File: src/rtl/game_pkg.sv
// Shared types and constants for the cat-vs-dog game control path.
package game_pkg;

    typedef enum logic [2:0] {
        IDLE    = 3'd0,
        ARMED   = 3'd1,
        READY   = 3'd2,
        CHARGE  = 3'd3,
        RELEASE = 3'd4,
        SWITCH  = 3'd5
    } state_t;

    localparam logic       PLAYER_CAT = 1'b0;
    localparam logic       PLAYER_DOG = 1'b1;
    localparam logic [7:0] MAX_POWER  = 8'd255;

endpackage

File: src/rtl/throw_power_ramp.sv
// Throw power generator: a prescaler sets the step rate and the power value
// bounces between 0 and MAX_POWER instead of wrapping.
module throw_power_ramp
    import game_pkg::*;
#(
    parameter int unsigned STEP_CYCLES = 65_000
) (
    input  logic       clk,
    input  logic       rst,
    input  logic       clear,
    input  logic       enable,
    output logic [7:0] power
);

    localparam int unsigned PW = (STEP_CYCLES > 1) ? $clog2(STEP_CYCLES) : 1;
    localparam logic [PW-1:0] PRESC_LAST = PW'(STEP_CYCLES - 1);

    logic [PW-1:0] presc_q, presc_d;
    logic [7:0]    power_q, power_d;
    logic          up_q, up_d;

    // Next-state for prescaler, power and ramp direction.
    always_comb begin
        presc_d = presc_q;
        power_d = power_q;
        up_d    = up_q;
        if (clear) begin
            presc_d = '0;
            power_d = 8'd0;
            up_d    = 1'b1;
        end else if (enable) begin
            if (presc_q == PRESC_LAST) begin
                presc_d = '0;
                if (up_q) begin
                    if (power_q == MAX_POWER) begin
                        power_d = MAX_POWER - 8'd1;
                        up_d    = 1'b0;
                    end else begin
                        power_d = power_q + 8'd1;
                    end
                end else begin
                    if (power_q == 8'd0) begin
                        power_d = 8'd1;
                        up_d    = 1'b1;
                    end else begin
                        power_d = power_q - 8'd1;
                    end
                end
            end else begin
                presc_d = presc_q + PW'(1);
            end
        end
    end

    // Ramp registers with synchronous reset.
    always_ff @(posedge clk) begin
        if (rst) begin
            presc_q <= '0;
            power_q <= 8'd0;
            up_q    <= 1'b1;
        end else begin
            presc_q <= presc_d;
            power_q <= power_d;
            up_q    <= up_d;
        end
    end

    assign power = power_q;

endmodule

File: src/rtl/throw_ctrl.sv
// Turn and throw initiator plus a one-stage VGA overlay.
// Optional power bar overlay: define THROW_CTRL_POWER_BAR_EN.
//
// state   | meaning
// IDLE    | game disabled or in reset
// ARMED   | turn owned, waiting for the button to be released
// READY   | waiting for a button press
// CHARGE  | throw requested, power ramping
// RELEASE | power frozen, waiting for the drawer to finish
// SWITCH  | hand the turn to the other player
module throw_ctrl
    import game_pkg::*;
#(
    parameter int unsigned POWER_STEP_CYCLES = 65_000,
    parameter int unsigned TIMEOUT_CYCLES    = 8_000_000,
    parameter int unsigned BAR_X             = 384,
    parameter int unsigned BAR_Y             = 40,
    parameter int unsigned BAR_H             = 16,
    parameter logic [11:0] BAR_RGB           = 12'hF40,
    parameter logic [11:0] BAR_BG_RGB        = 12'h333
) (
    input  logic        clk,
    input  logic        rst,
    input  logic        game_enable,
    input  logic        btn_throw,
    input  logic        throw_complete_cat,
    input  logic        throw_complete_dog,
    output logic        turn_cat,
    output logic        turn_dog,
    output logic        throw_command,
    output logic [7:0]  throw_power,
    output logic [2:0]  ctrl_state,
    input  logic [10:0] vga_in_hcount,
    input  logic [10:0] vga_in_vcount,
    input  logic        vga_in_hsync,
    input  logic        vga_in_vsync,
    input  logic        vga_in_hblnk,
    input  logic        vga_in_vblnk,
    input  logic [11:0] vga_in_rgb,
    output logic [10:0] vga_out_hcount,
    output logic [10:0] vga_out_vcount,
    output logic        vga_out_hsync,
    output logic        vga_out_vsync,
    output logic        vga_out_hblnk,
    output logic        vga_out_vblnk,
    output logic [11:0] vga_out_rgb
);

    localparam int unsigned TW = (TIMEOUT_CYCLES > 1) ? $clog2(TIMEOUT_CYCLES) : 1;
    localparam logic [TW-1:0] WAIT_LAST = TW'(TIMEOUT_CYCLES - 1);

    state_t        state_q, state_d;
    logic          turn_sel_q, turn_sel_d;
    logic [TW-1:0] wait_q, wait_d;
    logic          cmd_q, cmd_d;
    logic          turn_cat_q, turn_cat_d;
    logic          turn_dog_q, turn_dog_d;
    logic          complete_active;
    logic          ramp_clear, ramp_enable;
    logic [7:0]    power_w;
    logic          turn_owned;

    assign complete_active = (turn_sel_q == PLAYER_DOG) ? throw_complete_dog : throw_complete_cat;

    // Next-state, timeout counter and registered-output decode.
    always_comb begin
        state_d    = state_q;
        turn_sel_d = turn_sel_q;
        wait_d     = '0;
        if (!game_enable) begin
            state_d = IDLE;
        end else begin
            case (state_q)
                IDLE:    state_d = ARMED;
                ARMED:   if (!btn_throw) state_d = READY;
                READY:   if (btn_throw) state_d = CHARGE;
                CHARGE:  if (!btn_throw) state_d = RELEASE;
                RELEASE: begin
                    wait_d = wait_q + TW'(1);
                    if (complete_active || (wait_q == WAIT_LAST)) state_d = SWITCH;
                end
                SWITCH:  state_d = ARMED;
                default: state_d = IDLE;
            endcase
        end
        if (state_q == SWITCH) turn_sel_d = ~turn_sel_q;
        turn_owned = (state_d == ARMED) || (state_d == READY) ||
                     (state_d == CHARGE) || (state_d == RELEASE);
        cmd_d      = (state_d == CHARGE);
        turn_cat_d = turn_owned && (turn_sel_d == PLAYER_CAT);
        turn_dog_d = turn_owned && (turn_sel_d == PLAYER_DOG);
    end

    // Control registers with synchronous reset.
    always_ff @(posedge clk) begin
        if (rst) begin
            state_q    <= IDLE;
            turn_sel_q <= PLAYER_CAT;
            wait_q     <= '0;
            cmd_q      <= 1'b0;
            turn_cat_q <= 1'b0;
            turn_dog_q <= 1'b0;
        end else begin
            state_q    <= state_d;
            turn_sel_q <= turn_sel_d;
            wait_q     <= wait_d;
            cmd_q      <= cmd_d;
            turn_cat_q <= turn_cat_d;
            turn_dog_q <= turn_dog_d;
        end
    end

    // Stepping stops on the release edge itself so a simultaneous wrap is dropped.
    assign ramp_enable = (state_q == CHARGE) && btn_throw && game_enable;
    assign ramp_clear  = (state_d == IDLE) || (state_q == SWITCH) ||
                         ((state_q == READY) && (state_d == CHARGE));

    throw_power_ramp #(
        .STEP_CYCLES(POWER_STEP_CYCLES)
    ) u_ramp (
        .clk    (clk),
        .rst    (rst),
        .clear  (ramp_clear),
        .enable (ramp_enable),
        .power  (power_w)
    );

    assign turn_cat      = turn_cat_q;
    assign turn_dog      = turn_dog_q;
    assign throw_command = cmd_q;
    assign throw_power   = power_w;
    assign ctrl_state    = state_q;

    logic [10:0] hcount_q, vcount_q;
    logic        hsync_q, vsync_q, hblnk_q, vblnk_q;
    logic [11:0] rgb_q;

    // One register stage for the whole VGA stream.
    always_ff @(posedge clk) begin
        if (rst) begin
            hcount_q <= '0;
            vcount_q <= '0;
            hsync_q  <= 1'b0;
            vsync_q  <= 1'b0;
            hblnk_q  <= 1'b0;
            vblnk_q  <= 1'b0;
            rgb_q    <= '0;
        end else begin
            hcount_q <= vga_in_hcount;
            vcount_q <= vga_in_vcount;
            hsync_q  <= vga_in_hsync;
            vsync_q  <= vga_in_vsync;
            hblnk_q  <= vga_in_hblnk;
            vblnk_q  <= vga_in_vblnk;
            rgb_q    <= vga_in_rgb;
        end
    end

    assign vga_out_hcount = hcount_q;
    assign vga_out_vcount = vcount_q;
    assign vga_out_hsync  = hsync_q;
    assign vga_out_vsync  = vsync_q;
    assign vga_out_hblnk  = hblnk_q;
    assign vga_out_vblnk  = vblnk_q;

`ifdef THROW_CTRL_POWER_BAR_EN
    localparam logic [10:0] BAR_X_L   = 11'(BAR_X);
    localparam logic [10:0] BAR_X_END = 11'(BAR_X + 256);
    localparam logic [10:0] BAR_Y_L   = 11'(BAR_Y);
    localparam logic [10:0] BAR_Y_END = 11'(BAR_Y + BAR_H);

    logic [10:0] bar_dx;
    logic        in_bar;

    // Overlay decided from the already-delayed pixel so latency is unchanged.
    always_comb begin
        bar_dx = hcount_q - BAR_X_L;
        in_bar = ((state_q == CHARGE) || (state_q == RELEASE)) &&
                 (hcount_q >= BAR_X_L) && (hcount_q < BAR_X_END) &&
                 (vcount_q >= BAR_Y_L) && (vcount_q < BAR_Y_END) &&
                 !hblnk_q && !vblnk_q;
        vga_out_rgb = rgb_q;
        if (in_bar) vga_out_rgb = (bar_dx < {3'b000, power_w}) ? BAR_RGB : BAR_BG_RGB;
    end
`else
    assign vga_out_rgb = rgb_q;
`endif

endmodule

File: config.mk
export PLATFORM = sky130hd
export DESIGN_NAME = throw_ctrl
export DESIGN_NICKNAME = d
export VERILOG_FILES = /design/src/rtl/game_pkg.sv /design/src/rtl/throw_power_ramp.sv /design/src/rtl/throw_ctrl.sv
export SDC_FILE = /design/constraint.sdc
export NUM_CORES = 1
export LEC_CHECK = 0
export ABC_CLOCK_PERIOD_IN_PS = 1900
export CAP_MARGIN = 10
export CORE_AREA = 10 10 105 107
export CTS_BUF_LIST = sky130_fd_sc_hd__clkbuf_4 sky130_fd_sc_hd__clkbuf_8 sky130_fd_sc_hd__clkbuf_16
export DETAILED_ROUTE_END_ITERATION = 12
export DIE_AREA = 0 0 115 117
export GPL_ROUTABILITY_DRIVEN = 1
export PLACE_DENSITY = 0.78
export SLEW_MARGIN = 10
export SYNTH_ARGS = -nofsm -noshare
export SYNTH_HDL_FRONTEND = slang
export SYNTH_SLANG_ARGS = --single-unit
export TNS_END_PERCENT = 50
File: constraint.sdc
create_clock -name clk -period 1.9 [get_ports clk]
set_clock_uncertainty 0.05 [all_clocks]
set_input_delay 0.38 -clock clk [delete_from_list [all_inputs] [get_ports clk]]
set_output_delay 0.38 -clock clk [all_outputs]
set_load 0.05 [all_outputs]
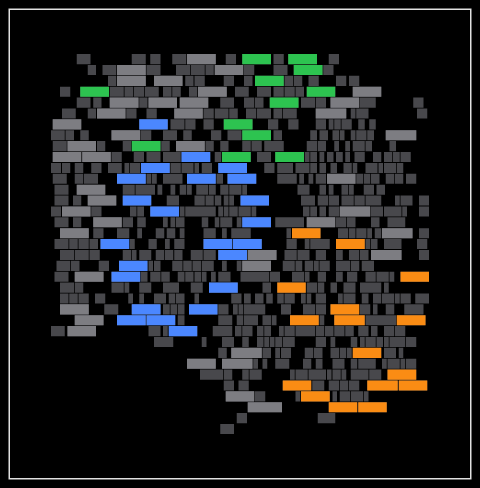
(run_1/registers.png)
(4 px per micron) Other sequential cells in the stronger grey, the rest of the logic in the fainter grey.
| colour | netlist name | placed flops |
|---|---|---|
| blue | `wait_q` | 23 |
| green | `vga_out_rgb` | 12 |
| orange | `u_ramp.presc_q` | 16 |
not coloured: 42

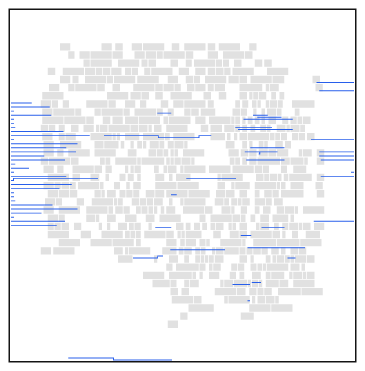
(run_1/met3.png)
(3 px per micron) Cells faint in the background.
share of all routed wire: 7.2%
nets with wire on the layer: 57
met3 Resource Use GR: 0.05403
post-detailed-routing wire length: 9726 microns
Via Count: 3,419

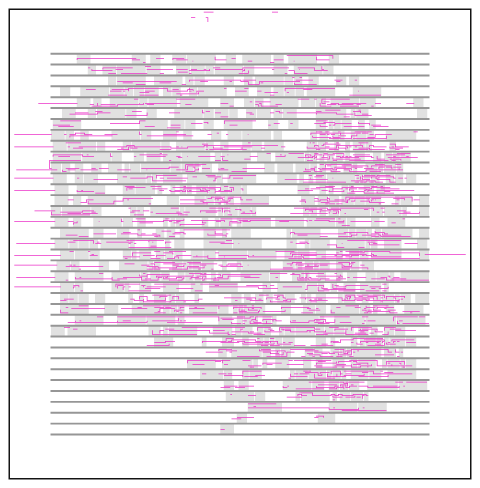
(run_1/met1.png)
(4 px per micron) Supply wires on this layer in grey. Cells faint in the background.
main direction: horizontal
wire length on this layer: 3,880 microns
share of all routed wire: 40%
routing usage on met1: 0.1558

==> flow_summary.yaml, run 1 <==
# implementation run metrics
worst_hold_path:
  worst_hold_path_type: "register to register"
  whs_path_depth: 2
  hold_path_startpoint: "u_ramp.presc_q[0]"
  endpoint_worst_hold: "u_ramp.presc_q[0]"
worst_setup_path:
  regToRegEndpoint: "u_ramp.power[0]"
  worst-endpoint-required_ns: 2.14
  path_depth: 5
  critPathMaxStageDelay_ns: 0.54
  timing.critical_path.to_type: "register"
  critical_path.reg2reg.startpoint: "u_ramp.presc_q[3]"
  critical_path_arrival_ns: 2.08
  rrSetupSlack_ns: 0.06
  setup.worst_path.class: "register to register"
  cpMaxStageDelayCell: "sky130_fd_sc_hd__or4b_4"
  critical_path.startpoint_type: "register"
  worst_path_dominant_cell_family: "simple AND/OR/NAND/NOR gates"
  worstRegToRegCells: 5
  path_cells: "or4b_4, nor4_4, nand2_2, a221o_2, a21oi_1"
  cp.buffers_inverters: 0
  worstPathMaxFanout: 6
timing:
  timing_worst_slew_pin_value_ns: 0.3661
  min_period_ns: 1.844
  final_hold_viol_count: 0
  finalSetupViolCount: 0
  layout_worst_path_cycle_share: 0.9703
  worst_hold_slack_ns: 0.4347
  rsz0062_at_grt: "true"
  relSlewSlack: 0.7537
  max_freq_mhz: 542.4
  max_slew_vio_count: 0
floorplanning:
  ios: 96
  die_h_microns: 117
  die_w_microns: 115
  die_area_sq_um: 13460
  initCoreUtil: 0.4309
  placement_rows: 35
  placeableCoreArea_sq_um: 9021
global_route:
  globalRouteOverflowTotal: 0
  groute.usage.overall: 0.1391
  pin_count_of_the_biggest_net_entering_global_routing: 36
  via_count_of_the_first_global_routing_pass: 3302
  grt_antenna_before_repair: 0
  grt_first_pass_wirelength_microns: 15480
routing:
  wl_per_cell_microns: 14.37
  detail_route.drc_violations: 0
  count_of_antenna_violating_nets_left_after_detailed_routing: 0
  vias_per_cell: 5.050
  drt-pass1-iter-count: 4
  first_iter_violations: 178
synth:
  yosys.area.top_type_share: 0.4789
  post_synth_top_cells: "sky130_fd_sc_hd__dfxtp_1 (93), sky130_fd_sc_hd__nor2_1 (51), sky130_fd_sc_hd__nor2b_1 (41)"
  syn-instance-count: 434
  edf_count: 0
  yosysSeqAreaShare: 0.4789
  ys_dominant_reg_cell: "sky130_fd_sc_hd__dfxtp_1"
  yosysTopAreaCell: "sky130_fd_sc_hd__dfxtp_1"
  yosysChipArea_sq_um: 3887
  synth.net_count: 483
  synth.yosys.warnings: 0
  synth_area_sq_um: 3887
  ys_cells: 434
  synth-async-reset-ratio: 0
  synth_dominant_cell_count: "sky130_fd_sc_hd__dfxtp_1"
  synth.top_cells.by_area: "sky130_fd_sc_hd__dfxtp_1 (48%), sky130_fd_sc_hd__nor2b_1 (6.6%), sky130_fd_sc_hd__nor2_1 (4.9%), sky130_fd_sc_hd__xor2_1 (4.5%), sky130_fd_sc_hd__xnor2_1 (3.2%)"
  number_of_distinct_library_cells_after_synthesis: 50
  synth.ff_latch_count: 93
  syn_area_per_cell_sq_um: 8.957
status:
  outcome: "finished clean"
cts:
  cts_max_level: 3
  clock_tree_from_tritoncts: "done"
  cts_setup_buffers: 0
  ctsHoldBuffers: 0
  clk_latency_ns: 0.35
  cts_buffers: 9
  clock_root_buffer: "sky130_fd_sc_hd__clkbuf_8"
  cts_max_path_buffers: 2
  cts.sinks: 93
  path_clk_slew_ns: 0.10
power_and_ir_drop:
  cellPowerDensity_nw_per_um2: 697.7
  power.share.sequential: 0.540
  p_int_mw: 2.688
  ir_drop_mv: 0.4668
  p_leak_nw: 2.043
  share_comb_of_total_power: 0.117
  switching_portion_of_total_power: 0.2782
  power.switching_mw: 1.036
  clockPowerShare: 0.344
placed_design:
  gp_congestion: 0.8513
  dp_hpwl_microns: 7581
  placement.cell_area_sq_um: 5117
  io_buffer_count: 95
cells_and_area:
  most_frequent_logic_cell_in_the_layout: "sky130_fd_sc_hd__buf_4"
  mostFrequentLayoutCells: "sky130_fd_sc_hd__buf_4 (91), sky130_fd_sc_hd__dfxtp_1 (83), sky130_fd_sc_hd__nor2_1 (50)"
  area_growth_pct: 37.30
  final.fill_count: 780
  seq_area_sq_um: 1877
  insertedDiodeCount: 0
  comb_cell_area_sq_um: 1942
  design_area_sq_um: 5338
  final_layout_size_suffix_gt1_frac: 0.2420
  nNetsFinal: 610
flow_run:
  max_cap_viol_count: 0
  count_of_tool_warnings: 29
## run 1: tightest hold or removal path: cells and delay by family (launching register included)
kind,cells,cell delay [ns]
flip-flops,1,0.35
AND/OR/NAND/NOR,1,0.05
AND-OR/OR-AND,1,0.05
## run 1: per-layer routing
layer / track usage / vias to the layer above / part of all wire
li1: - / 1755 / -
met1: 0.1558 / 1566 / 0.40
met2: 0.2376 / 89 / 0.51
met3: 0.05403 / 9 / 0.072
met4: 0.04455 / 0 / 0.016
met5: 0 / - / 0
## run 1: power by group through the flow
stage	combinational, mW	clock [mW]	sequential [mW]
6_report	0.434	1.28	2.01
5_1_grt	0.459	1.41	2.01
4_1_cts	0.439	1.32	2.01
3_5_place_dp	0.438	0	2.05
3_3_place_gp	0.433	0	2.05
2_1_floorplan	0.0668	0	2.22
## run 1: final cells by class
type	count	area share
clock buffer	9	0.02321
clock inverter	7	0.01289
inverter	9	0.006329
multi-input combinational	312	0.3638
sequential	93	0.3516
tap	111	0.02602
timing repair buffer	136	0.2161
## run 1: stage by stage
stage	cells	power [mW]	utilization	setup TNS [ns]	worst slack, ns
finish	677	3.724	0.5917	0	0.05641
detailed placement	661	2.493	0.5673	-3.946	-0.2117
global placement	661	2.486	0.5673	-1.783	-0.1920
global route	677	3.884	0.5917	-0.04615	-0.01977
CTS	677	3.764	0.5886	0	0.007943
floorplan	434	2.283	-	0	0.01644
## run 1: how the worst max path moves through the flow
stage	slack, ns	start	endpoint
5_1_grt	-0.02	u_ramp.presc_q[3]	u_ramp.power[0]
6_report	0.06	u_ramp.presc_q[3]	u_ramp.power[0]
4_1_cts	0.008	u_ramp.presc_q[0]	u_ramp.presc_q[12]
3_5_place_dp	-0.21	btn_throw	turn_cat
2_1_floorplan	0.02	ctrl_state[2]	u_ramp.presc_q[0]
3_3_place_gp	-0.19	btn_throw	turn_cat
## run 1: cells by family (layout without fill, tap and decap cells)
logic type               Yosys count  in the layout  share of synthesized area
adder cells (fa/ha/maj)            5              5                    0.01609
XOR/XNOR                          34             34                    0.07660
AND-OR/OR-AND                     56             56                    0.09173
flip-flops                        93             93                     0.4789
buffers and inverters             29            161                    0.03122
AND/OR/NAND/NOR                  215            215                     0.3003
multiplexers                       2              2                   0.005150
## run 1: registers in the layout, indices dropped and copies added (netlist names), 3 cells and up
signal / flops
ctrl_state: 3
u_ramp.power: 8
u_ramp.presc_q: 16
vga_out_hcount: 11
vga_out_rgb: 12
vga_out_vcount: 11
wait_q: 23
## run 1: what timing repair did
item / CTS / global route
gates resized: 0 / 9
endpoints found under the hold margin: 0 / 0
setup endpoints to repair: 0 / 13
==> run_1/final_congestion.png <==
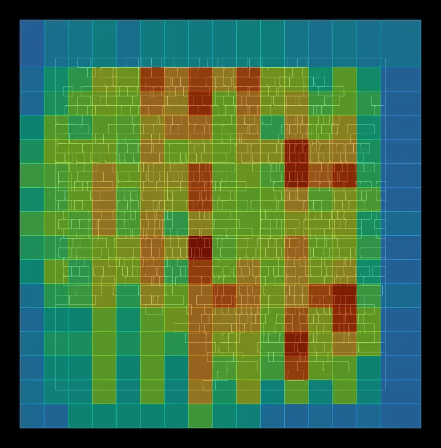

==> run 2, diff against run 1 <==
MAX_ROUTING_LAYER = met4   (was default)
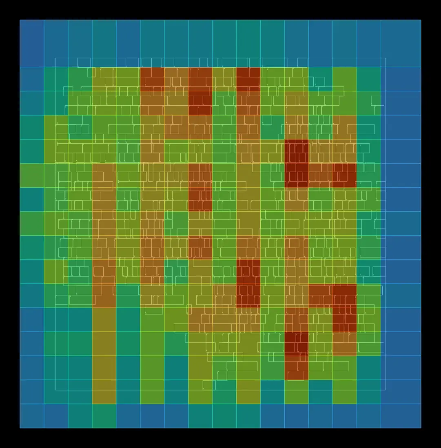
(run_2/final_congestion.png)
global routing met2 resource utilization: 0.2372
final core utilization: 0.5917
overall track demand over capacity in global routing: 0.1431
busiest layer in global routing: met2
met3 Resource Use GR: 0.04179

==> run 2 against run 1 <==
Against the previous run: final cell count is the same; first-iteration DRC count grew 21%; utilization is the same; synthesized cell count is the same; area after synthesis is the same; via count grew 0.56%; wire length grew 0.35%; sequential cell count is the same; sequential share of layout area is the same; worst hold slack is essentially flat.
==> flow_summary.yaml, run 2 <==
# implementation run metrics
status:
  outcome: "finished clean"
global_route:
  globalRouteOverflowTotal: 0
  via_count_of_the_first_global_routing_pass: 3301
  grt_first_pass_wirelength_microns: 15500
  pin_count_of_the_biggest_net_entering_global_routing: 36
  grt_antenna_before_repair: 0
floorplanning:
  die_h_microns: 117
  initCoreUtil: 0.4309
  placement_rows: 35
  ios: 96
  placeableCoreArea_sq_um: 9021
  die_w_microns: 115
  die_area_sq_um: 13460
worst_hold_path:
  worst_hold_path_type: "register to register"
  hold_path_startpoint: "u_ramp.presc_q[0]"
synth:
  edf_count: 0
  syn_area_per_cell_sq_um: 8.957
  post_synth_top_cells: "sky130_fd_sc_hd__dfxtp_1 (93), sky130_fd_sc_hd__nor2_1 (51), sky130_fd_sc_hd__nor2b_1 (41)"
  synth_area_sq_um: 3887
  ys_dominant_reg_cell: "sky130_fd_sc_hd__dfxtp_1"
  ys_cells: 434
  yosysTopAreaCell: "sky130_fd_sc_hd__dfxtp_1"
  synth_dominant_cell_count: "sky130_fd_sc_hd__dfxtp_1"
  synth.ff_latch_count: 93
  synth.top_cells.by_area: "sky130_fd_sc_hd__dfxtp_1 (48%), sky130_fd_sc_hd__nor2b_1 (6.6%), sky130_fd_sc_hd__nor2_1 (4.9%), sky130_fd_sc_hd__xor2_1 (4.5%), sky130_fd_sc_hd__xnor2_1 (3.2%)"
  number_of_distinct_library_cells_after_synthesis: 50
  yosysChipArea_sq_um: 3887
  synth-async-reset-ratio: 0
  yosys.area.top_type_share: 0.4789
  yosysSeqAreaShare: 0.4789
  synth.net_count: 483
  synth.yosys.warnings: 0
  syn-instance-count: 434
routing:
  drt-pass1-iter-count: 4
  first_iter_violations: 215
  count_of_antenna_violating_nets_left_after_detailed_routing: 0
  num_vias: 3438
  wl_per_cell_microns: 14.42
  vias_per_cell: 5.078
  detail_route.drc_violations: 0
  routed_wl_microns: 9760
power_and_ir_drop:
  finalPower_mw: 3.722
  cellPowerDensity_nw_per_um2: 697.3
  p_leak_nw: 2.043
  ir_drop_mv: 0.4663
worst_setup_path:
  cpMaxStageDelayCell: "sky130_fd_sc_hd__or4b_4"
  path_cells: "or4b_4, nor4_4, nand2_2, a221o_2, a21oi_1"
  timing.critical_path.to_type: "register"
  setup.worst_path.class: "register to register"
  worst_path_dominant_cell_family: "simple AND/OR/NAND/NOR gates"
  critical_path_arrival_ns: 2.08
  critPathMaxStageDelay_ns: 0.54
  critical_path.reg2reg.startpoint: "u_ramp.presc_q[3]"
  critical_path.startpoint_type: "register"
  worstPathMaxFanout: 6
  startpoint_of_the_most_critical_setup_path: "u_ramp.presc_q[3]"
  worst-endpoint-required_ns: 2.14
  cp.buffers_inverters: 0
cells_and_area:
  nNetsFinal: 610
  insertedDiodeCount: 0
  area_growth_pct: 37.30
  design_area_sq_um: 5338
  final_layout_size_suffix_gt1_frac: 0.2420
  most_frequent_logic_cell_in_the_layout: "sky130_fd_sc_hd__buf_4"
  largest_register: "wait_q"
  mostFrequentLayoutCells: "sky130_fd_sc_hd__buf_4 (91), sky130_fd_sc_hd__dfxtp_1 (83), sky130_fd_sc_hd__nor2_1 (50)"
  largest_register_ff_count: 23
placed_design:
  dp_hpwl_microns: 7581
  io_buffer_count: 95
  placement.cell_area_sq_um: 5117
  place_worst_setup_slack_ns: -0.2117
  gp_congestion: 0.8648
cts:
  cts_buffers: 9
  cts_setup_buffers: 0
  cts_max_path_buffers: 2
  clock_tree_from_tritoncts: "done"
  path_clk_slew_ns: 0.10
  cts.sinks: 93
  clock_root_buffer: "sky130_fd_sc_hd__clkbuf_8"
  cts_max_level: 3
  clk_latency_ns: 0.36
timing:
  layout_worst_path_cycle_share: 0.9695
  finalSetupViolCount: 0
  max_freq_mhz: 542.9
  relSlewSlack: 0.7524
  fin_setup_tns_ns: 0
  rsz0062_at_grt: "true"
  final_hold_viol_count: 0
  timing_worst_slew_pin_value_ns: 0.3681
  worst_slack_ns: 0.05800
  max_slew_vio_count: 0
  min_period_ns: 1.842
flow_run:
  max_cap_viol_count: 0
  count_of_tool_warnings: 29
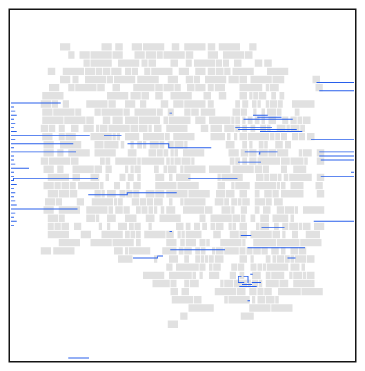
(run_2/met3.png)
(3 px per micron) Cells faint in the background.
nets with wire on the layer: 60
longest straight run: 28.1 microns
share of all routed wire: 5.3%
main direction: horizontal

[run 2: cell counts after synthesis]
Identical to the previous run, type by type.
[run 2: kinds of logic (layout without fill, tap and decap cells)]
group                    after synthesis  after routing  share of synthesized area
buffers and inverters                 29            161                    0.03122
adder cells (fa/ha/maj)                5              5                    0.01609
multiplexers                           2              2                   0.005150
flip-flops                            93             93                     0.4789
XOR/XNOR                              34             34                    0.07660
AND-OR/OR-AND                         56             56                    0.09173
AND/OR/NAND/NOR                      215            215                     0.3003
[run 2: metal layers]
layer  wire length [microns]  vias up  global-route usage
met4                     153        0             0.04373
li1                        -     1755                   -
met3                     521       12             0.04179
met1                    4097     1577              0.1640
met5                       0        -                   -
met2                    4988       94              0.2372
[run 2: power by group]
| group | switching (mW) | internal (mW) | leakage (nW) |
|---|---|---|---|
| combinational | 0.250 | 0.184 | 1.18 |
| clock | 0.768 | 0.510 | 0.0930 |
| sequential | 0.0162 | 1.99 | 0.765 |
| total | 1.03 | 2.69 | 2.04 |
[run 2: worst min-delay path, stage by stage (launching register included)]
cell,delay (ns)
sky130_fd_sc_hd__dfxtp_2,0.35
sky130_fd_sc_hd__nand2_1,0.05
sky130_fd_sc_hd__a21oi_1,0.05
[run 2: layout make-up]
cell class	instances	area (sq um)
well taps	111	138.9
flip-flops and latches	93	1877
clock buffers	9	123.9
inverters	9	33.78
repair buffers	136	1154
fillers	780	3684
multi-input cells	312	1942
clock inverters	7	68.82
[run 2: timing repair]
action / CTS / global route
resized: 0 / 9
hold buffers: 0 / 0
setup endpoints to repair: 0 / 13
[run 2: worst paths after layout]
path	end	slack (ns)	depth (start not counted)
setup / recovery	u_ramp.power[0]	0.06	5
hold / removal	u_ramp.presc_q[0]	0.43	2
setup reg to reg	u_ramp.power[0]	0.06	5
hold reg to reg	u_ramp.presc_q[0]	0.43	2
[run 2: per-stage QoR]
step,hold WS (ns),cells,utilization
global placement,0.3954,661,0.5673
detailed placement,0.4353,661,0.5673
global route,0.4658,677,0.5917
finish,0.4343,677,0.5917
CTS,0.4490,677,0.5886
floorplan,0.3799,434,-
==> run 3, diff against run 2 <==
GPL_ROUTABILITY_DRIVEN = default   (was 1)
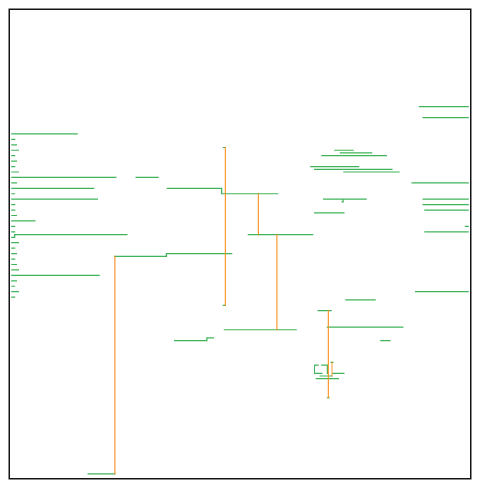
(run_3/metal_stack.png)
(4 px per micron) Two of the layers only.
| colour | layer | wire length |
|---|---|---|
| orange | met4 | 153 microns |
| green | met3 | 521 microns |
average detailed-routed wire length per instance: 14.42 microns
post-detailed-routing wire length: 9760 microns
Via Count: 3,438

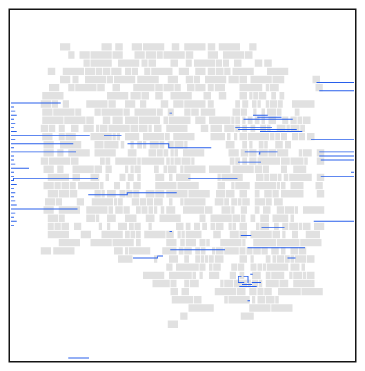
(run_3/met3.png)
(3 px per micron) Cells faint in the background.
longest straight run: 28.1 microns
main direction: horizontal

==> run 3 against run 2 <==
Against the previous run: worst hold slack stayed put; via count stayed put; fmax stayed put; non-clock buffer count stayed put; first-iteration DRC count stayed put; highest routed layer unchanged.
==> flow_summary.yaml, run 3 <==
# implementation run metrics
global_route:
  grt_antenna_before_repair: 0
  pin_count_of_the_biggest_net_entering_global_routing: 36
  groute.usage.overall: 0.1431
  via_count_of_the_first_global_routing_pass: 3301
  globalRouteOverflowTotal: 0
worst_hold_path:
  endpoint_worst_hold: "u_ramp.presc_q[0]"
  worst_hold_path_type: "register to register"
  hold_path_startpoint: "u_ramp.presc_q[0]"
  whs_path_depth: 2
power_and_ir_drop:
  finalPower_mw: 3.722
  cellPowerDensity_nw_per_um2: 697.3
  ir_drop_mv: 0.4663
placed_design:
  placement.cell_area_sq_um: 5117
  dp_hpwl_microns: 7581
  place_worst_setup_slack_ns: -0.2117
  io_buffer_count: 95
  gp_congestion: 0.8648
floorplanning:
  initCoreUtil: 0.4309
  placeableCoreArea_sq_um: 9021
  placement_rows: 35
  ios: 96
  die_h_microns: 117
cts:
  clock_tree_from_tritoncts: "done"
  cts.sinks: 93
  clock_root_buffer: "sky130_fd_sc_hd__clkbuf_8"
  cts_max_level: 3
  clk_latency_ns: 0.36
  path_clk_slew_ns: 0.10
synth:
  ys_dominant_reg_cell: "sky130_fd_sc_hd__dfxtp_1"
  synth.yosys.warnings: 0
  ys_cells: 434
  synth.top_cells.by_area: "sky130_fd_sc_hd__dfxtp_1 (48%), sky130_fd_sc_hd__nor2b_1 (6.6%), sky130_fd_sc_hd__nor2_1 (4.9%), sky130_fd_sc_hd__xor2_1 (4.5%), sky130_fd_sc_hd__xnor2_1 (3.2%)"
  syn_area_per_cell_sq_um: 8.957
  post_synth_top_cells: "sky130_fd_sc_hd__dfxtp_1 (93), sky130_fd_sc_hd__nor2_1 (51), sky130_fd_sc_hd__nor2b_1 (41)"
  synth.net_count: 483
  yosys.area.top_type_share: 0.4789
  number_of_distinct_library_cells_after_synthesis: 50
  yosysTopAreaCell: "sky130_fd_sc_hd__dfxtp_1"
  synth.ff_latch_count: 93
  yosysChipArea_sq_um: 3887
  yosysSeqAreaShare: 0.4789
  synth-async-reset-ratio: 0
  synth_area_sq_um: 3887
timing:
  timing_worst_slew_pin_value_ns: 0.3681
  max_freq_mhz: 542.9
  worst_slack_ns: 0.05800
  max_slew_vio_count: 0
  relSlewSlack: 0.7524
  layout_worst_path_cycle_share: 0.9695
  finalSetupViolCount: 0
  final_hold_viol_count: 0
  worst_hold_slack_ns: 0.4343
worst_setup_path:
  critical_path.reg2reg.startpoint: "u_ramp.presc_q[3]"
  regToRegEndpoint: "u_ramp.power[0]"
  rrSetupSlack_ns: 0.06
  critical_path.startpoint_type: "register"
  critPathMaxStageDelay_ns: 0.54
  timing.critical_path.to_type: "register"
  path_cells: "or4b_4, nor4_4, nand2_2, a221o_2, a21oi_1"
  critical_path_arrival_ns: 2.08
  worstRegToRegCells: 5
  cpMaxStageDelayCell: "sky130_fd_sc_hd__or4b_4"
cells_and_area:
  seq_area_sq_um: 1877
  insertedDiodeCount: 0
  final.fill_count: 780
  area_growth_pct: 37.30
  comb_cell_area_sq_um: 1942
  final_layout_size_suffix_gt1_frac: 0.2420
  nNetsFinal: 610
  design_area_sq_um: 5338
  mostFrequentLayoutCells: "sky130_fd_sc_hd__buf_4 (91), sky130_fd_sc_hd__dfxtp_1 (83), sky130_fd_sc_hd__nor2_1 (50)"
  largest_register: "wait_q"
routing:
  detail_route.drc_violations: 0
  vias_per_cell: 5.078
  drt-pass1-iter-count: 4
  first_iter_violations: 215
  count_of_antenna_violating_nets_left_after_detailed_routing: 0
flow_run:
  count_of_tool_warnings: 29
  max_cap_viol_count: 0
status:
  outcome: "finished clean"
==> run 3: logic make-up (layout without fill, tap and decap cells) <==
family,Yosys count,in the layout,synth area share
AND-OR/OR-AND,56,56,0.09173
XOR/XNOR,34,34,0.07660
adder cells (fa/ha/maj),5,5,0.01609
buffers and inverters,29,161,0.03122
flip-flops,93,93,0.4789
multiplexers,2,2,0.005150
AND/OR/NAND/NOR,215,215,0.3003
==> run 3: final cells by class <==
class,instances,share of cell area
timing repair buffer,136,0.2161
sequential,93,0.3516
multi-input combinational,312,0.3638
inverter,9,0.006329
tap,111,0.02602
clock buffer,9,0.02321
clock inverter,7,0.01289
==> run 3: how the worst max path moves through the flow <==
| stage | start | end | slack, ns | cells past startpoint |
|---|---|---|---|---|
| 6_report | u_ramp.presc_q[3] | u_ramp.power[0] | 0.06 | 5 |
| 5_1_grt | u_ramp.presc_q[3] | u_ramp.power[0] | -0.02 | 5 |
| 4_1_cts | u_ramp.presc_q[0] | u_ramp.presc_q[12] | 0.008 | 6 |
| 3_5_place_dp | btn_throw | turn_cat | -0.21 | 6 |
| 3_3_place_gp | btn_throw | turn_cat | -0.19 | 6 |
| 2_1_floorplan | ctrl_state[2] | u_ramp.presc_q[0] | 0.02 | 6 |
==> run 3: what timing repair did <==
| action | CTS | global route |
|---|---|---|
| endpoints found under the setup margin | 0 | 13 |
| buffers inserted | 0 | 0 |
| resized | 0 | 9 |
| hold buffers | 0 | 0 |
==> run 3: through the flow <==
step | util | instances | TNS [ns]
final | 0.5917 | 677 | 0
after global routing | 0.5917 | 677 | -0.04621
after CTS | 0.5886 | 677 | 0
after detailed placement | 0.5673 | 661 | -3.946
after global placement | 0.5673 | 661 | -1.783
after floorplan | - | 434 | 0
==> run 3: where the power goes <==
part / leakage (nW) / switching, mW / internal, mW
logic: 1.18 / 0.250 / 0.184
registers: 0.765 / 0.0162 / 1.99
clock network: 0.0930 / 0.768 / 0.510
==> run 3: per-layer routing <==
layer  track usage  up-vias  part of all wire
met2        0.2372       94              0.51
met3       0.04179       12             0.053
met5             -        -                 0
met4       0.04373        0             0.016
li1              -     1755                 -
met1        0.1640     1577              0.42
==> run 3: critical path, delay by kind of cell (launching register included) <==
kind | cells | cell delay (ns)
AND-OR/OR-AND | 2 | 0.45
AND/OR/NAND/NOR | 3 | 0.93
flip-flops | 1 | 0.34
Power figures rest on the tool's default switching activity, not on a simulated workload.
